**src/rtl/spi_flash_ctrl_if.sv**
```systemverilog
// Command / data handshake bundle between system logic and spi_flash_ctrl.
// master: system side (parameter store, log buffers). slave: the controller.
interface spi_flash_ctrl_if;
  logic        cmd_req;
  logic        cmd_rw;
  logic [1:0]  cmd_bank;
  logic [15:0] cmd_addr;
  logic [15:0] cmd_len;
  logic        cmd_ack;
  logic        busy;
  logic        done;
  logic [7:0]  wr_data;
  logic        wr_valid;
  logic        wr_ready;
  logic [7:0]  rd_data;
  logic        rd_vld;

  modport master (
    output cmd_req, cmd_rw, cmd_bank, cmd_addr, cmd_len, wr_data, wr_valid,
    input  cmd_ack, busy, done, wr_ready, rd_data, rd_vld
  );

  modport slave (
    input  cmd_req, cmd_rw, cmd_bank, cmd_addr, cmd_len, wr_data, wr_valid,
    output cmd_ack, busy, done, wr_ready, rd_data, rd_vld
  );
endinterface

```
**src/rtl/spi_flash_ctrl.sv**
```systemverilog
// SPI mode-0 master for an external serial flash. One read or write burst per
// request: opcode, bank byte, address high, address low, then cmd_len data bytes.
// Optional macro SPI_WREN_PREFIX_EN: write frames start with a 0x06 byte inside
// the same chip-select frame (5-byte write header instead of 4).
module spi_flash_ctrl #(
  parameter int CLK_DIV = 4,  // sck half-period in clk cycles (>=2)
  parameter int CS_GAP  = 8   // minimum csn high time after a frame (>=1)
) (
  input  logic            clk,
  input  logic            rst_n,
  spi_flash_ctrl_if.slave bus,
  output logic            spi_csn,
  output logic            spi_sck,
  output logic            spi_sdi,
  input  logic            spi_sdo
);

  localparam logic [2:0] S_IDLE     = 3'd0;
  localparam logic [2:0] S_CS_SETUP = 3'd1;
  localparam logic [2:0] S_HDR      = 3'd2;
  localparam logic [2:0] S_DATA     = 3'd3;
  localparam logic [2:0] S_CS_HOLD  = 3'd4;
  localparam logic [2:0] S_GAP      = 3'd5;

  localparam logic [7:0]  OP_READ  = 8'h03;
  localparam logic [7:0]  OP_WRITE = 8'h02;
  localparam logic [15:0] DIV_LAST = 16'(CLK_DIV - 1);
  localparam logic [15:0] GAP_LAST = 16'(CS_GAP - 1);

  logic [2:0]  state;
  logic [15:0] tmr;        // half-period / setup / hold / gap timer
  logic        rw;
  logic [15:0] byte_cnt;   // data bytes still to transfer
  logic [7:0]  tx_shift;
  logic [7:0]  rx_shift;
  logic [31:0] hdr_rest;   // header bytes queued after the one in tx_shift
  logic [2:0]  hdr_cnt;    // number of valid bytes left in hdr_rest
  logic [2:0]  bit_cnt;
  logic        need_load;  // write data: waiting for the next wr_data byte
  logic        tick;
  logic        load_now;
  logic [7:0]  hdr_first;
  logic [31:0] hdr_tail;
  logic [2:0]  hdr_extra;

  assign tick     = (tmr == DIV_LAST);
  // The byte is consumed in the very cycle wr_ready is high, so it must be
  // combinational rather than a registered echo of wr_valid.
  assign load_now = (state == S_DATA) && rw && need_load && bus.wr_valid;
  assign bus.wr_ready = load_now;

  // Header layout for the request on the bus, captured when it is accepted.
  always_comb begin
    // NOTE: every output gets a default first so no path leaves it unassigned,
    // which would otherwise infer a latch.
    hdr_first = bus.cmd_rw ? OP_WRITE : OP_READ;
    hdr_tail  = {6'b0, bus.cmd_bank, bus.cmd_addr, 8'h00};
    hdr_extra = 3'd3;
`ifdef SPI_WREN_PREFIX_EN
    if (bus.cmd_rw) begin
      hdr_first = 8'h06;
      hdr_tail  = {OP_WRITE, 6'b0, bus.cmd_bank, bus.cmd_addr};
      hdr_extra = 3'd4;
    end
`endif
  end

  // Frame sequencer, sck generator and shift registers.
  always_ff @(posedge clk) begin
    // NOTE: state is updated with non-blocking assignments so every register
    // sees the pre-edge value of every other; blocking here would chain them.
    if (!rst_n) begin
      state       <= S_IDLE;
      tmr         <= '0;
      rw          <= 1'b0;
      byte_cnt    <= '0;
      tx_shift    <= '0;
      rx_shift    <= '0;
      hdr_rest    <= '0;
      hdr_cnt     <= '0;
      bit_cnt     <= '0;
      need_load   <= 1'b0;
      spi_csn     <= 1'b1;
      spi_sck     <= 1'b0;
      spi_sdi     <= 1'b0;
      bus.busy    <= 1'b0;
      bus.cmd_ack <= 1'b0;
      bus.done    <= 1'b0;
      bus.rd_vld  <= 1'b0;
      bus.rd_data <= '0;
    end else begin
      bus.cmd_ack <= 1'b0;
      bus.done    <= 1'b0;
      bus.rd_vld  <= 1'b0;
      case (state)
        S_IDLE: begin
          if (bus.cmd_req) begin
            rw          <= bus.cmd_rw;
            byte_cnt    <= bus.cmd_len;
            tx_shift    <= hdr_first;
            hdr_rest    <= hdr_tail;
            hdr_cnt     <= hdr_extra;
            bit_cnt     <= '0;
            need_load   <= 1'b0;
            spi_sdi     <= hdr_first[7];
            spi_csn     <= 1'b0;
            bus.busy    <= 1'b1;
            bus.cmd_ack <= 1'b1;
            tmr         <= '0;
            state       <= S_CS_SETUP;
          end
        end

        // csn low, sck low for CLK_DIV cycles; the exit edge is the first rise.
        S_CS_SETUP: begin
          if (tick) begin
            tmr     <= '0;
            spi_sck <= 1'b1;
            state   <= S_HDR;
          end else begin
            tmr <= tmr + 16'd1;
          end
        end

        S_HDR, S_DATA: begin
          if (load_now) begin
            tx_shift  <= bus.wr_data;
            spi_sdi   <= bus.wr_data[7];
            need_load <= 1'b0;
            tmr       <= '0;
          end else if (need_load) begin
            tmr <= '0;  // stalled on wr_valid with sck low
          end else if (!tick) begin
            tmr <= tmr + 16'd1;
          end else begin
            tmr <= '0;
            if (!spi_sck) begin
              spi_sck  <= 1'b1;
              rx_shift <= {rx_shift[6:0], spi_sdo};
              if (state == S_DATA && !rw && bit_cnt == 3'd7) begin
                bus.rd_data <= {rx_shift[6:0], spi_sdo};
                bus.rd_vld  <= 1'b1;
              end
            end else begin
              spi_sck <= 1'b0;
              bit_cnt <= bit_cnt + 3'd1;
              if (bit_cnt != 3'd7) begin
                tx_shift <= {tx_shift[6:0], 1'b0};
                spi_sdi  <= tx_shift[6];
              end else if (state == S_HDR) begin
                if (hdr_cnt != 3'd0) begin
                  tx_shift <= hdr_rest[31:24];
                  spi_sdi  <= hdr_rest[31];
                  hdr_rest <= {hdr_rest[23:0], 8'h00};
                  hdr_cnt  <= hdr_cnt - 3'd1;
                end else begin
                  tx_shift <= '0;
                  spi_sdi  <= 1'b0;
                  if (byte_cnt == 16'd0) begin
                    state <= S_CS_HOLD;
                  end else begin
                    state     <= S_DATA;
                    need_load <= rw;
                  end
                end
              end else begin
                // Read bytes shift zeros out on sdi.
                byte_cnt <= byte_cnt - 16'd1;
                tx_shift <= '0;
                spi_sdi  <= 1'b0;
                if (byte_cnt == 16'd1) begin
                  state <= S_CS_HOLD;
                end else begin
                  need_load <= rw;
                end
              end
            end
          end
        end

        // Keep csn low for CLK_DIV cycles after the final falling edge.
        S_CS_HOLD: begin
          if (tick) begin
            tmr     <= '0;
            spi_csn <= 1'b1;
            state   <= S_GAP;
          end else begin
            tmr <= tmr + 16'd1;
          end
        end

        // Enforce the minimum csn-high time, then release the requester.
        S_GAP: begin
          if (tmr == GAP_LAST) begin
            tmr      <= '0;
            bus.done <= 1'b1;
            bus.busy <= 1'b0;
            state    <= S_IDLE;
          end else begin
            tmr <= tmr + 16'd1;
          end
        end

        default: state <= S_IDLE;
      endcase
    end
  end

endmodule

```
**src/flat_wrapper.sv**
```systemverilog
// flat-port wrapper written by rule: the top's interface ports become plain ports
module spi_flash_ctrl_flat 
#(
  parameter int CLK_DIV = 4,                                        
  parameter int CS_GAP  = 8                                               
)
  (clk, rst_n, spi_csn, spi_sck, spi_sdi, spi_sdo, bus_cmd_req, bus_cmd_rw, bus_cmd_bank, bus_cmd_addr, bus_cmd_len, bus_wr_data, bus_wr_valid, bus_cmd_ack, bus_busy, bus_done, bus_wr_ready, bus_rd_data, bus_rd_vld);
  spi_flash_ctrl_if bus_i ();
  input  logic clk;
  input  logic rst_n;
  output logic spi_csn;
  output logic spi_sck;
  output logic spi_sdi;
  input  logic spi_sdo;
  input wire logic [$bits(bus_i.cmd_req)-1:0] bus_cmd_req;
  input wire logic [$bits(bus_i.cmd_rw)-1:0] bus_cmd_rw;
  input wire logic [$bits(bus_i.cmd_bank)-1:0] bus_cmd_bank;
  input wire logic [$bits(bus_i.cmd_addr)-1:0] bus_cmd_addr;
  input wire logic [$bits(bus_i.cmd_len)-1:0] bus_cmd_len;
  input wire logic [$bits(bus_i.wr_data)-1:0] bus_wr_data;
  input wire logic [$bits(bus_i.wr_valid)-1:0] bus_wr_valid;
  output wire logic [$bits(bus_i.cmd_ack)-1:0] bus_cmd_ack;
  output wire logic [$bits(bus_i.busy)-1:0] bus_busy;
  output wire logic [$bits(bus_i.done)-1:0] bus_done;
  output wire logic [$bits(bus_i.wr_ready)-1:0] bus_wr_ready;
  output wire logic [$bits(bus_i.rd_data)-1:0] bus_rd_data;
  output wire logic [$bits(bus_i.rd_vld)-1:0] bus_rd_vld;
  assign bus_i.cmd_req = bus_cmd_req;
  assign bus_i.cmd_rw = bus_cmd_rw;
  assign bus_i.cmd_bank = bus_cmd_bank;
  assign bus_i.cmd_addr = bus_cmd_addr;
  assign bus_i.cmd_len = bus_cmd_len;
  assign bus_i.wr_data = bus_wr_data;
  assign bus_i.wr_valid = bus_wr_valid;
  assign bus_cmd_ack = bus_i.cmd_ack;
  assign bus_busy = bus_i.busy;
  assign bus_done = bus_i.done;
  assign bus_wr_ready = bus_i.wr_ready;
  assign bus_rd_data = bus_i.rd_data;
  assign bus_rd_vld = bus_i.rd_vld;
  spi_flash_ctrl #(.CLK_DIV(CLK_DIV), .CS_GAP(CS_GAP)) u_core (.clk(clk), .rst_n(rst_n), .bus(bus_i), .spi_csn(spi_csn), .spi_sck(spi_sck), .spi_sdi(spi_sdi), .spi_sdo(spi_sdo));
endmodule
```
**config.mk**
```make
export PLATFORM = sky130hd
export DESIGN_NAME = spi_flash_ctrl_flat
export DESIGN_NICKNAME = d
export VERILOG_FILES = /design/src/rtl/spi_flash_ctrl_if.sv /design/src/rtl/spi_flash_ctrl.sv /design/src/flat_wrapper.sv
export SDC_FILE = /design/constraint.sdc
export NUM_CORES = 1
export LEC_CHECK = 0
export ABC_AREA = 1
export CAP_MARGIN = 20
export CORE_MARGIN = 1.5
export CORE_UTILIZATION = 55
export DETAILED_ROUTE_END_ITERATION = 16
export PLACE_DENSITY = 0.79
export SLEW_MARGIN = 5
export SYNTH_ARGS = -nofsm -noshare
export SYNTH_HDL_FRONTEND = slang
export SYNTH_SLANG_ARGS = --single-unit
```
**constraint.sdc**
```tcl
create_clock -name clk -period 4.7 [get_ports clk]
set_clock_uncertainty 0.1 [all_clocks]
set_input_delay 1.175 -clock clk [delete_from_list [all_inputs] [get_ports clk]]
set_output_delay 1.175 -clock clk [all_outputs]
set_load 0.1 [all_outputs]
```
==> deck_impl_summary.md <==
Physical Implementation Snapshot

Outcome
  • Status: completed

GRT
  • Antenna violations before repair: 0
  • First-pass GRT wire length: ~21000 microns
  • GRT met3 Usage: under 10%

Worst setup path
  • Critical Path Max Stage Delay: 0.49 ns
  • Crit end category: output pin
  • Crit start category: primary input
  • Setup crit start: bus_wr_valid
  • Crit path kind: primary input to output pin
  • FF-to-FF Start: u_core.state[2]
  • Req. time, crit path: 3.42 ns
  • Flop2flop setup slack: approximately 2 ns
  • Worst r2r path cells: 8
  • Crit-path max FO: 12

Synthesis
  • Syn_area_per_cell: 6.31 sq um
  • Compound Share, Synth: 13.5%
  • Yosys warns: 0
  • Synth flops: ~96
  • Chip Area, Yosys: between 5000 and 6000 sq um
  • Ys flop type: dfxtp_1
  • Post-synth EDFFs: 0

Power and ir drop
  • Sw power: 1.49 mW
  • Leak pwr: around 2.6 nW
  • VDD IR max: around 0.24 mV
  • Clock share of power: 16.6%
  • Top power group: combinational logic
  • Sequential share of power: a little over a third
  • Combinational gate power: 1.51 mW

Finish
  • Biggest register: u_core.hdr_rest
  • Comb/total area: 46.2%
  • Non-clock buffer share: 11.4%
  • Core Util, Final: around 65%
  • Max reg flops: 24
  • #MultiIn Comb: a little over 600
  • Layout Nets: approximately 930
  • Sequential Area: around 1900 sq um
  • Clock buffers: 9
  • Invs w/o clock: around 82
  • Fin cells: 988
  • Top logic cell by instance count in the layout: nand2_1
  • Area grow syn2layout: 15.7%

Clock tree
  • CTS H-tree lvls: 3
  • Post-CTS sizing: 0
  • Post-CTS setup buffer count: 0
  • Root buffer cell: clkbuf_8
  • Hold buffers post-CTS: 0
  • CTS Sinks: between 90 and 100
  • CTS tree: built

Timing
  • Hold Fails Final Rpt: 0
  • Fin. max-slew vios: 0
  • Setup TNS: 0 ns
  • RSZ-0062 raised after global routing: false
  • Final Critical Period: around 3.6 ns

Placement
  • Dpl cells: just under 1000

Die
  • Boundary Pins: 64
  • Starting Density: between 50% and 60%
  • Site Rows: 35

Flow run
  • Tool warnings: 27

Worst hold path
  • Hold depth: 2
  • Hold EP: u_core.hdr_cnt[2]

Detailed routing
  • Via count: 5248
  • Final wirelength: 12400 microns
  • DRT iter0 DRCs: between 200 and 300
  • DR top layer: met4
  • Vias per cell: between 5 and 6
  • Routed length per instance: roughly 13 microns
  • Routed length on met1: about 5700 microns
  • DRC Markers: 0
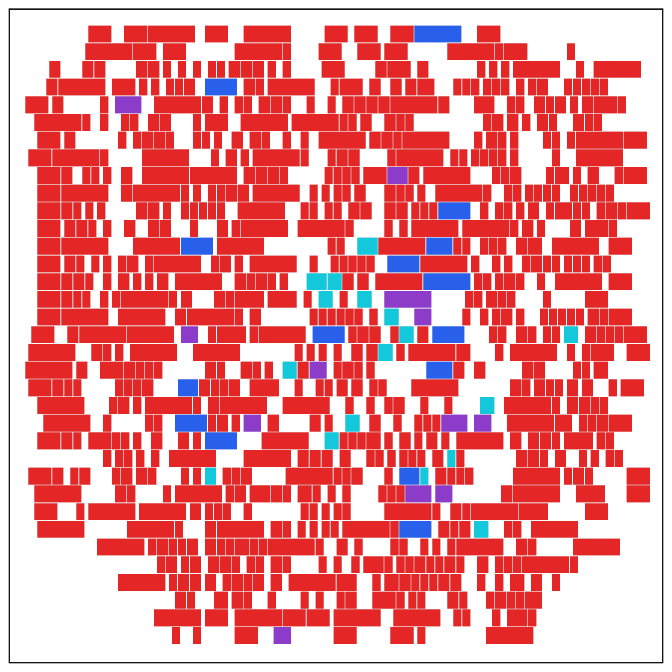
**Above:** cells by drive strength.
color	size	cells
purple	drive 3 to 4	12
blue	drive 6 and up	15
cyan	drive 2	17
red	drive 1 or less	833

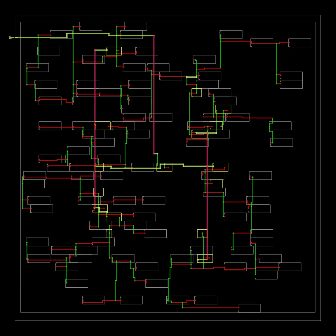
**Above:** the clock network.
Flops: 96
Inserted Clock Buffers: 9

Power figures rest on the tool's default switching activity, not on a simulated workload.
